run_1/pinout.png
Drawn at 4 px/um. Pins as bars across the die edge, other pins in grey.
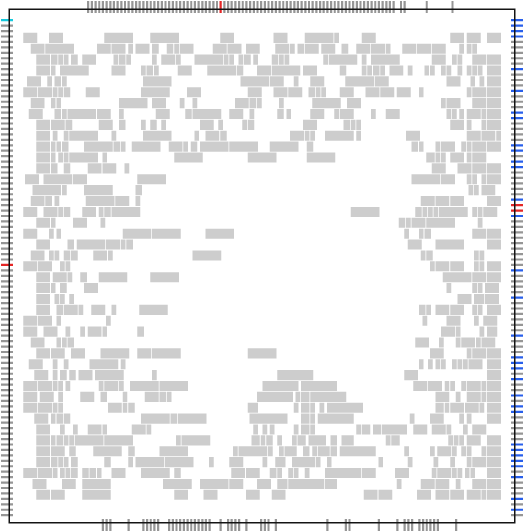
run_1/class_map.png
Drawn at 3 px/um.
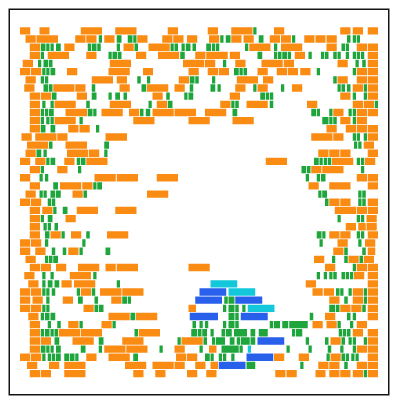
run_1/gates.png
Drawn at 2 px/um.
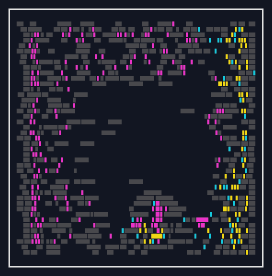
==> config.mk <==
export PLATFORM = sky130hd
export DESIGN_NAME = zeroriscy_dmem_arb
export DESIGN_NICKNAME = d
export VERILOG_FILES = /design/src/rtl/zeroriscy_dmem_pkg.sv /design/src/rtl/zeroriscy_id_fifo.sv /design/src/rtl/zeroriscy_dmem_arb.sv
export SDC_FILE = /design/constraint.sdc
export NUM_CORES = 1
export LEC_CHECK = 0
export ABC_AREA = 1
export CORE_AREA = 3 3 123 125
export CTS_CLUSTER_DIAMETER = 50
export DETAILED_ROUTE_END_ITERATION = 7
export DIE_AREA = 0 0 126 128
export PLACE_DENSITY = 0.54
export SYNTH_ARGS = -nofsm -noshare
export SYNTH_HDL_FRONTEND = slang
export SYNTH_SLANG_ARGS = --single-unit
==> constraint.sdc <==
create_clock -name clk -period 3.9 [get_ports clk]
set_input_delay 0.585 -clock clk [delete_from_list [all_inputs] [get_ports clk]]
set_output_delay 0.585 -clock clk [all_outputs]
set_load 0.05 [all_outputs]
==> results.py, run 1 <==
# Physical implementation metrics
metrics = {
    "sta": {
        "fin_worst_skew_ns": 0.00506,
        "rsz0062_at_grt": "false",
        "hold_viol": 0,
        "period_used_share": 0.914,
        "setup_violations": 0,
        "period_needed_ns": 3.56,
        "setup_tns_ns": 0,
    },
    "critical_path": {
        "reg2regPathDepth": 9,
        "crit_top_cell": "clkdlybuf4s50_1",
        "cp.arrival_ns": 2.98,
        "start_kind": "input pin",
        "cp_data_required_time_ns": 3.31,
        "crit_path_top_delay_cell": "clkdlybuf4s50_1",
        "crit_fanout": 34,
        "end_kind": "output port",
        "path_cells": "clkdlybuf4s50_1 -> inv_1 -> nor3_4 -> nand2_2 -> nor2_1 -> clkdlybuf4s50_1",
    },
    "global_routing": {
        "grtUsageMet1": 0.157,
        "grt_max_degree": 70,
        "met2_usage": 0.273,
        "grt_pass1_wl_um": 18800,
        "grt_pass1_vias": 3532,
        "grt_usage": 0.143,
        "busiest_layer": "met2",
        "use_met3": 0.0446,
    },
    "yosys": {
        "ys_chip_area_um2": 1870,
        "ys_warn_count": 0,
        "synthDistinctLibCells": 25,
    },
    "run_status": {
        "status": "completed",
    },
    "route": {
        "drcViolationCount": 0,
        "drt_iter0_drc": 52,
        "wl_um": 12700,
        "routedWlPerCell_um": 14.6,
        "vias_per_cell": 4.07,
        "via_count": 3532,
    },
    "cells_and_area": {
        "lay_top_cells": "clkdlybuf4s50_1, nand2_1, buf_12",
        "area_growth_pct": 217,
    },
    "clock_tree": {
        "cts_resized": 0,
        "clock-sinks": 8,
        "holdBufCountCts": 0,
    },
    "power": {
        "p_total_uw": 2070,
        "power_density_nw_per_um2": 350,
        "p_comb_frac": 0.844,
        "clkPwrFrac": 0.084,
        "power_switching_share": 0.535,
    },
    "floorplanning": {
        "fp-row-count": 43,
        "io_pins": 318,
    },
    "placed_design": {
        "gp_congestion": 0.848,
        "hpwl_um": 11000,
    },
    "worst_hold_path": {
        "holdPathStages": 2,
    },
}
-- pinout.png (at the start) --
m0_we: shown in cyan, pins 1, direction input, edge west. m0_be: shown in red, pins 4, direction input, edge 2 east, 1 west, 1 north. m0_rdata: shown in blue, pins 32, direction output, edge east.
die width: 126 um
number of port buffers: 317
die height: 128 um

-- class_map.png (at the start) --
remaining buffers and delay cells: shown in orange, cells 321, share of their area 69%. registers: shown in blue, cells 8, share of their area 3.5%. remaining logic cells: shown in green, cells 354, share of their area 26%. clock drivers and dummy loads: shown in cyan, cells 4, share of their area 1.4%.
core area: 14000 um2
flop share of the area: 0.0340
design area: 5930 um2
final core area utilization: 0.424

-- gates.png (at the start) --
inv cells: shown in cyan, cells 42. nor cells: shown in yellow, cells 73, where a vertical strip on the right. nand cells: shown in magenta, cells 160, where widely spread.
multi-input combinational area share: 0.227
most numerous logic cell after layout: clkdlybuf4s50_1
post-route insts no fill: 867

[run 1: metrics by stage]
stage	instance area [um2]	worst slack (ns)
5_1_grt	5930	0.129
3_5_place_dp	5850	0.301
2_1_floorplan	1870	0.661
6_report	5930	0.337
4_1_cts	5930	0.301
3_3_place_gp	5850	0.379
[run 1: power groups by stage]
stage               sequential, uW  combinational [uW]  clock, uW
floorplan                      144                 988          0
global placement               149                1760          0
detailed placement             152                1770          0
CTS                            150                1770        177
global route                   154                1840        182
finish                         151                1750        173
[run 1: cells in the mapped netlist]
cell type,n,area [um2]
nor2_1,70,263
a21o_2,1,8.76
xnor2_1,2,17.5
buf_1,5,18.8
nor3_4,1,16.3
nand3_4,1,17.5
clkbuf_8,3,41.3
clkbuf_1,5,18.8
ha_1,1,12.5
nand2_2,1,6.26
nand4_1,4,25.0
o21ai_0,2,10.0
inv_2,1,3.75
nor2_2,2,12.5
or2_2,2,12.5
dfstp_2,1,26.3
buf_4,1,7.51
xor2_1,1,8.76
nand3_1,2,10.0
dfrtp_1,7,175
buf_6,3,33.8
nand2_1,152,571
inv_1,41,154
a21oi_1,70,350
buf_2,10,50.1
[run 1: worst min-delay path, cell delays in order (launching register included)]
cell and delay (ns):
dfstp_2 0.36, nand2_1 0.05, nand2_1 0.04
[run 1: routing by layer]
layer	up-vias	wire, um
li1	1782	-
met1	1530	4490
met2	210	6700
met3	10	1270
met4	0	191
met5	-	0
[run 1: kinds of logic (layout without fill, tap and decap cells)]
| kind of cell | Yosys count | after routing | share of synthesized area |
|---|---|---|---|
| adders and majority gates | 1 | 1 | 0.00669 |
| and+or+nand+nor | 235 | 235 | 0.499 |
| xor gates and xnor gates | 3 | 3 | 0.0140 |
| AOI/OAI and AO/OA | 73 | 73 | 0.197 |
| buffers and inverters | 69 | 367 | 0.175 |
| DFF | 8 | 8 | 0.108 |
[run 1: final cells by class]
class	instances	area, um2	area share
multi-input cells	312	1350	0.227
repair buffers	321	3920	0.661
clock buffers	4	78.8	0.0133
well taps	180	225	0.0380
inverters	42	158	0.0266
flip-flops and latches	8	201	0.0340
==> run 2: changes to the inputs <==
PLACE_DENSITY = not set   (was 0.54)
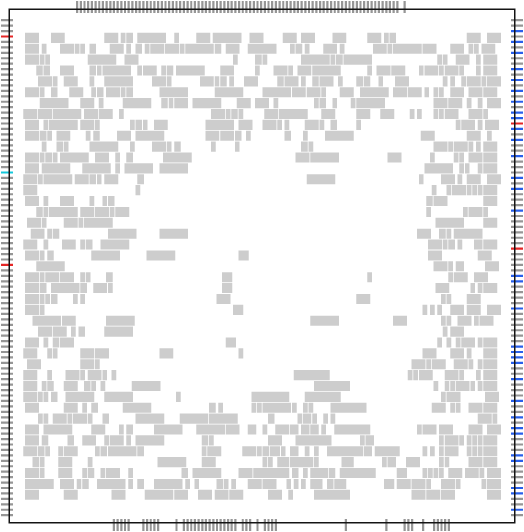
run_2/pinout.png
Drawn at 4 px/um. Pins as bars across the die edge, other pins in grey.
m0_be: shown in red, pins 4, direction input, edge 2 east, 2 west. m0_we: shown in cyan, pins 1, direction input, edge west. m0_rdata: shown in blue, pins 32, direction output, edge east.
All pins by edge: 92 west, 92 east, 89 north, 45 south.

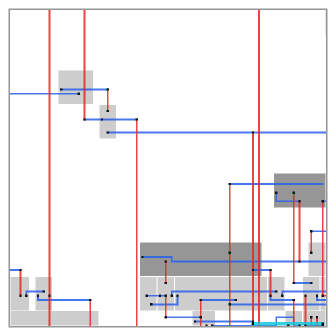
run_2/closeup.png
Region (50, 26) to (75, 51) um. Cells in grey, sequential cells in the stronger grey; small squares are vias.
M1: shown in blue. M3: shown in cyan. M2: shown in red.
Sequential cells in the window: 1. Most frequent: nand2_1 (4). 10 logic cells have their middle in the window.

==> run 2 against run 1 <==
Against the previous run: non-clock buffer count is 4 higher; final cell count is 0.46% higher; critical path depth stayed put; critical endpoint is now m1_rdata[21]; via count is 1.1% lower; critical path type unchanged; sequential share of layout area hardly changed; total power is 0.23% higher; hold slack better by 0.0047 ns; sequential cell count stayed put; routed wire length is 2.5% lower; largest cell class unchanged; global-route usage is 0.67 points lower; sequential power hardly changed.
==> results.py, run 2 <==
# Physical implementation metrics
metrics = {
    "route": {
        "drt_iter0_drc": 81,
        "drcViolationCount": 0,
        "vias_per_cell": 4.01,
        "wl_um": 12300,
    },
    "power": {
        "p_total_uw": 2080,
    },
    "global_routing": {
        "grt_pass1_vias": 3313,
    },
    "run_status": {
        "status": "completed",
    },
    "sta": {
        "hold_viol": 0,
        "period_used_share": 0.898,
        "setup_tns_ns": 0,
        "rsz0062_at_grt": "false",
    },
    "placed_design": {
        "port_buffers": 317,
        "gp_congestion": 0.834,
        "placed_area_um2": 5870,
    },
    "critical_path": {
        "cp.arrival_ns": 2.92,
        "end_kind": "output port",
        "path_cells": "clkdlybuf4s50_1 -> inv_1 -> nor3_4 -> nand3_4 -> nor2_1 -> clkdlybuf4s50_1",
    },
    "yosys": {
        "synthDistinctLibCells": 25,
        "ys_chip_area_um2": 1870,
        "area_leaders": "nand2_1, a21oi_1, nor2_1, dfrtp_1, inv_1",
        "synth-edff-count": 0,
        "ys_warn_count": 0,
        "async_flop_share": 1.00,
        "synth.most_common_cell": "nand2_1",
    },
    "clock_tree": {
        "cts_resized": 0,
    },
    "floorplanning": {
        "io_pins": 318,
        "die_h_um": 128,
    },
    "cells_and_area": {
        "lay_top_count": "clkdlybuf4s50_1",
        "fin_area_um2": 5950,
    },
}
-- run 2: cell counts after synthesis --
No cell type changed its count.
-- run 2: cell families (layout without fill, tap and decap cells) --
kind of cell,after synthesis,in the layout,synth area share
buffers and inverters,69,371,0.175
xor gates and xnor gates,3,3,0.0140
AOI/OAI and AO/OA,73,73,0.197
DFF,8,8,0.108
adders and majority gates,1,1,0.00669
and+or+nand+nor,235,235,0.499
-- run 2: routing by layer --
| layer | global-route usage | vias up | wire (um) |
|---|---|---|---|
| met5 | 0 | - | 9 |
| met4 | 0.0151 | 2 | 87 |
| met2 | 0.268 | 198 | 6640 |
| met1 | 0.146 | 1494 | 4370 |
| li1 | - | 1790 | - |
| met3 | 0.0425 | 10 | 1220 |
-- run 2: final cells by class --
| type | instances | area (um2) | area share |
|---|---|---|---|
| Timing Repair Buffer | 325 | 3940 | 0.662 |
| Multi-Input combinational cell | 312 | 1350 | 0.226 |
| Tap cell | 180 | 225 | 0.0378 |
| Sequential cell | 8 | 201 | 0.0338 |
| Inverter | 42 | 158 | 0.0265 |
| Clock buffer | 4 | 78.8 | 0.0132 |
-- run 2: where the power goes --
part	total, uW	switching [uW]	internal (uW)
Clock	177	40.7	136
Sequential	152	32.0	120
Combinational	1750	1040	712
Total	2080	1110	968
-- run 2: worst reg2reg max path, cell delays in order, from the launching register on --
cell	delay, ns
dfrtp_1	0.41
inv_1	0.07
nand2_1	0.06
nor2_1	0.04
nor2_1	0.25
nand2_1	0.18
ha_1	0.34
a21oi_1	0.12
o21ai_0	0.11
xnor2_1	0.13
-- run 2: stage by stage --
stage	std cells	setup slack, ns	utilization
after CTS	871	0.393	0.426
final	871	0.398	0.426
after global routing	871	0.226	0.426
after floorplan	389	0.661	-
after global placement	867	0.502	0.420
after detailed placement	867	0.394	0.420
Power figures rest on the tool's default switching activity, not on a simulated workload.
